**src/rtl/number_loader.sv**
```systemverilog
// number_loader: host-side writer for the sorter's number-entry inputs.
// Takes four 4-bit values over a valid/ready handshake. Each value is written
// into its sorter slot with a one-cycle strobe on partC, the value on partA and
// the one-hot slot select on partB. After the fourth write and a short settle
// delay, partD is pulsed to start the sort. The block then parks in DONE until
// restart is seen.
module number_loader #(
  parameter int unsigned SETTLE_CYC = 2,  // idle cycles between last strobe and sort start (1..15)
  parameter int unsigned SORT_PULSE = 3   // cycles partD is held high (1..15)
) (
  input  logic       clk,
  input  logic       rst_n,
  input  logic       in_valid,
  input  logic [3:0] in_data,
  output logic       in_ready,
  input  logic       restart,
  output logic [3:0] partA,
  output logic [3:0] partB,
  output logic       partC,
  output logic       partD,
  output logic       busy,
  output logic       done,
  output logic [1:0] slot_idx
);

  // Terminal counts. Each counter starts at zero on entry to its state, so the
  // last cycle of the state is the one where the counter reads N-1.
  localparam logic [3:0] SETTLE_LAST = 4'(SETTLE_CYC - 1);
  localparam logic [3:0] PULSE_LAST  = 4'(SORT_PULSE - 1);

  typedef enum logic [2:0] {
    S_LOAD,
    S_WRITE,
    S_SETTLE,
    S_SORT,
    S_DONE
  } state_t;

  state_t     state_q;
  logic [3:0] settle_cnt_q;
  logic [3:0] pulse_cnt_q;
  logic [1:0] slot_q;
  logic [3:0] partA_q;      // doubles as the captured-value register
  logic [3:0] partB_q;
  logic       partC_q;
  logic       partD_q;
  logic       in_ready_q;
  logic       busy_q;
  logic       done_q;

  // Controller state and all registered outputs. Reset wins over everything.
  always_ff @(posedge clk) begin
    if (!rst_n) begin
      state_q      <= S_LOAD;
      settle_cnt_q <= '0;
      pulse_cnt_q  <= '0;
      slot_q       <= '0;
      partA_q      <= '0;
      partB_q      <= '0;
      partC_q      <= 1'b0;
      partD_q      <= 1'b0;
      in_ready_q   <= 1'b0;   // raised on the first cycle after reset
      busy_q       <= 1'b1;
      done_q       <= 1'b0;
    end else begin
      case (state_q)
        S_LOAD: begin
          // Acceptance uses the registered ready, so the first cycle after
          // reset cannot accept even with in_valid already high.
          if (in_valid && in_ready_q) begin
            partA_q    <= in_data;
            partB_q    <= 4'b0001 << slot_q;
            partC_q    <= 1'b1;
            in_ready_q <= 1'b0;
            state_q    <= S_WRITE;
          end else begin
            in_ready_q <= 1'b1;
          end
        end

        S_WRITE: begin
          // Strobe lasts exactly this one cycle; partB drops with it while
          // partA keeps the last written value.
          partC_q <= 1'b0;
          partB_q <= '0;
          if (slot_q == 2'd3) begin
            slot_q       <= '0;
            settle_cnt_q <= '0;
            in_ready_q   <= 1'b0;
            state_q      <= S_SETTLE;
          end else begin
            slot_q     <= slot_q + 2'd1;
            in_ready_q <= 1'b1;
            state_q    <= S_LOAD;
          end
        end

        S_SETTLE: begin
          if (settle_cnt_q == SETTLE_LAST) begin
            partD_q     <= 1'b1;
            pulse_cnt_q <= '0;
            state_q     <= S_SORT;
          end else begin
            settle_cnt_q <= settle_cnt_q + 4'd1;
          end
        end

        S_SORT: begin
          if (pulse_cnt_q == PULSE_LAST) begin
            partD_q <= 1'b0;
            done_q  <= 1'b1;
            busy_q  <= 1'b0;
            state_q <= S_DONE;
          end else begin
            pulse_cnt_q <= pulse_cnt_q + 4'd1;
          end
        end

        S_DONE: begin
          // in_valid is ignored here; only restart leaves DONE.
          if (restart) begin
            done_q     <= 1'b0;
            busy_q     <= 1'b1;
            in_ready_q <= 1'b1;
            state_q    <= S_LOAD;
          end
        end

        default: begin
          state_q    <= S_LOAD;
          partC_q    <= 1'b0;
          partD_q    <= 1'b0;
          partB_q    <= '0;
          in_ready_q <= 1'b0;
          busy_q     <= 1'b1;
          done_q     <= 1'b0;
        end
      endcase
    end
  end

  assign partA    = partA_q;
  assign partB    = partB_q;
  assign partC    = partC_q;
  assign partD    = partD_q;
  assign in_ready = in_ready_q;
  assign busy     = busy_q;
  assign done     = done_q;
  assign slot_idx = slot_q;

endmodule

```
**config.mk**
```make
export PLATFORM = sky130hd
export DESIGN_NAME = number_loader
export DESIGN_NICKNAME = d
export VERILOG_FILES = /design/src/rtl/number_loader.sv
export SDC_FILE = /design/constraint.sdc
export NUM_CORES = 1
export LEC_CHECK = 0
export CAP_MARGIN = 20
export CORE_AREA = 2 2 84 46
export DETAILED_ROUTE_END_ITERATION = 6
export DIE_AREA = 0 0 86 48
export GPL_ROUTABILITY_DRIVEN = 1
export PLACE_DENSITY_LB_ADDON = 0.25
export SLEW_MARGIN = 20
export SYNTH_ARGS = -nofsm -noshare
export SYNTH_HDL_FRONTEND = slang
export SYNTH_SLANG_ARGS = --single-unit
```
**constraint.sdc**
```tcl
create_clock -name clk -period 1.2 [get_ports clk]
set_input_delay 0.12 -clock clk [delete_from_list [all_inputs] [get_ports clk]]
set_output_delay 0.12 -clock clk [all_outputs]
set_load 0.01 [all_outputs]
```
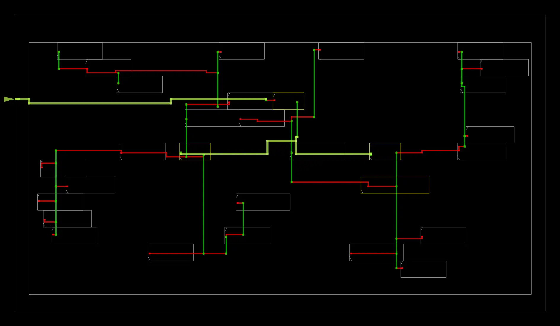
(images/final_clocks.png)
clk latency late pin: 0.28 ns
Seq cells: 26
Num CTS Buffers: 3

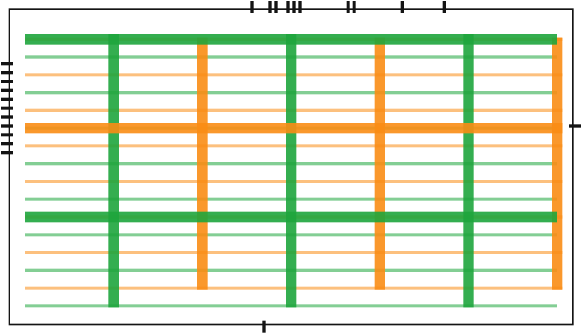
(images/pdn.png)
Pins as bars on the die edge.
VSS: in green. VDD: in orange.
23 signal pins sit on the boundary. The core has 15 rows. 16 met1 rails follow the rows.

==> results.py <==
# Generated from Yosys and OpenROAD reports
metrics = {
    "outcome": {
        "status": "finished, violations left",
        "violations": "negative setup slack",
    },
    "worst_setup_path": {
        "crit_top_cell": "buf_4",
        "rrSetupSlack_ns": -0.18,
        "crit_type": "register to register",
        "cp_top_family": "simple AND/OR/NAND/NOR gates",
        "worstPathRequired_ns": 1.39,
        "crit_chain": "buf_4 -> and3b_4 -> nand2b_4 -> buf_4 -> o32ai_2",
        "cp-start-kind": "register",
        "crit_buf_inv": 2,
        "arrival_ns": 1.57,
        "crit_fanout": 5,
    },
    "routing": {
        "drtIter0Drc": 54,
        "vias_per_cell": 5.00,
        "drc_errors": 0,
        "firstDrtPassIters": 4,
    },
    "synth": {
        "area_leaders": "dfxtp_1, ha_1, mux2i_1",
        "syn_avg_cell_area_um2": 9.32,
        "syn_area_um2": 1310,
        "yosys_cells": 140,
        "ys_seq_share_pct": 39.9,
        "ys_ff": 26,
        "async_flop_share_pct": 0,
        "yosysWarnings": 0,
        "synth.top_cell.area_share_pct": 39.9,
        "syn_inst": 140,
        "edf_count": 0,
        "ff_type": "dfxtp_1",
        "synthTopCellsByCount": "dfxtp_1, nand2_1, nor2_1, ha_1, inv_1",
    },
    "cells_and_area": {
        "layout-drive-gt1-share_pct": 46.0,
        "logic_area_um2": 871,
        "final_core_util_pct": 63.5,
        "antenna_cells": 0,
        "flop_area_um2": 542,
        "area_growth_pct": 61.6,
        "finalInstanceArea_um2": 2110,
    },
    "global_routing": {
        "grt_pass1_wl_mm": 5.70,
        "overflow": 0,
        "grt_max_degree": 16,
        "groute.usage.overall_pct": 18.6,
        "antenna_found_initial": 0,
    },
    "place": {
        "io_buffers": 22,
        "pre_cts_slack_ns": -0.279,
        "postPlaceCellArea_um2": 1810,
        "place.gp.congestion": 0.845,
    },
    "clock_network": {
        "cts_sinks": 26,
        "cts-root-buf": "clkbuf_8",
        "cts.hold.buffers_added": 0,
        "tritoncts": "built",
        "cts.path.max_buffers": 2,
        "htree_levels": 1,
        "clk_pin_slew_worst_paths_ns": 0.10,
    },
    "power": {
        "p_leak_nw": 0.920,
        "power_frac_seq_pct": 35.5,
        "intPower_mw": 2.13,
        "powerDensity_nw_per_um2": 1460,
        "switching_power_mw": 0.955,
        "clockPowerShare_pct": 24.0,
    },
    "floorplan": {
        "io_pins": 23,
        "fp_util_pct": 39.3,
        "chipArea_um2": 4130,
    },
    "timing": {
        "rsz0062_at_grt": "yes",
        "finalHoldViolations": 0,
        "finalCritPeriodShare_pct": 115,
        "setup_viol": 24,
        "setup_ws_ns": -0.183,
        "slew-limit-headroom_pct": 80.1,
        "period_minus_slack_ns": 1.38,
        "worstMarginPinSlew_ns": 0.299,
        "setup_tns_ns": -2.95,
    },
    "job": {
        "maxCapViolations": 0,
        "warnings": 34,
    },
}
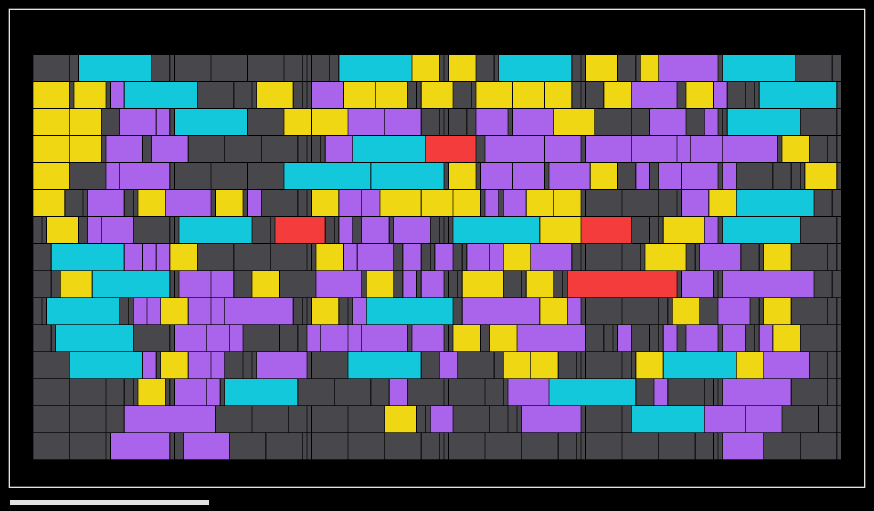
(images/cell_classes.png)
The bar under the picture is 20 µm long. Fill, decap, tap and diode cells in grey.
clock drivers and dummy loads: in red, cells 4, share of their area 3.5%. all other logic: in purple, cells 107, share of their area 44%. other buffers and delay cells: in yellow, cells 65, share of their area 26%. flip-flops: in cyan, cells 26, share of their area 26%.

[placed cells by master, fill, tap and decap left out, types with 6 or more instances in the layout]
cell type        instances
buf_4                   37
buf_6                    6
clkdlybuf4s50_1          7
dfxtp_1                 17
dlygate4sd2_1           14
inv_1                    6
mux2i_1                  7
nand2_1                 13
nor2_1                  12
[power by group through the flow]
stage	registers, mW	logic [mW]	clock network [mW]
2_1_floorplan	1.11	0.659	0
3_3_place_gp	1.12	1.04	0
3_5_place_dp	1.13	1.06	0
4_1_cts	1.10	1.10	0.762
5_1_grt	1.12	1.35	0.791
6_report	1.09	1.25	0.739
[final timing paths]
path,startpoint,to,cells past startpoint
max reg2reg,state_q[2],pulse_cnt_q[1],5
max,state_q[2],pulse_cnt_q[1],5
min,in_data[0],partA[0],3
min reg2reg,partB[3],partB[3],1
[per-stage QoR]
step / hold WS, ns / power [mW] / cells
after floorplan: 0.246 / 1.76 / 140
after global placement: 0.450 / 2.16 / 228
after detailed placement: 0.458 / 2.19 / 228
after CTS: 0.454 / 2.96 / 238
after global routing: 0.460 / 3.25 / 244
final: 0.458 / 3.08 / 244
[registers in the layout (all words and copies together), names as in the netlist]
register	count
partA	4
partB	4
pulse_cnt_q	4
settle_cnt_q	4
state_q	3
slot_idx	2
busy	1
done	1
in_ready	1
partC	1
partD	1
[layer usage]
layer	global-route usage, %	wire length (µm)	up-vias
li1	-	-	614
met1	24.3	1760	580
met2	31.5	1680	24
met3	6.21	157	2
met4	2.22	12	0
met5	0	0	-
[timing repair]
| action | CTS | global route |
|---|---|---|
| cloned | 0 | 0 |
| setup endpoints to repair | 41 | 28 |
| resized | 37 | 21 |
| pin swaps | 6 | 13 |
| setup buffers | 6 | 6 |
[worst min-delay path, delay by kind of cell]
kind	cells	cell delay [ns]
buffers and inverters	1	0.40
muxes	1	0.13
and+or+nand+nor	1	0.05
[cell type report]
type,instances,area share (%)
well taps,42,2.49
clock inverters,1,1.42
clock buffers,3,1.96
repair buffers,65,25.7
flip-flops and latches,26,25.7
multi-input cells,99,41.3
inverters,8,1.42
[cells by family (layout without fill, tap and decap cells)]
family	count (synthesis)	in the layout	share of synthesized area [%]
AOI/OAI and AO/OA	24	24	13.4
and+or+nand+nor	56	56	23.9
DFF	26	26	39.9
muxes	8	8	6.23
buffers and inverters	15	77	6.90
adders and majority gates	8	8	7.67
xor gates and xnor gates	3	3	2.01
Power figures rest on the tool's default switching activity, not on a simulated workload.
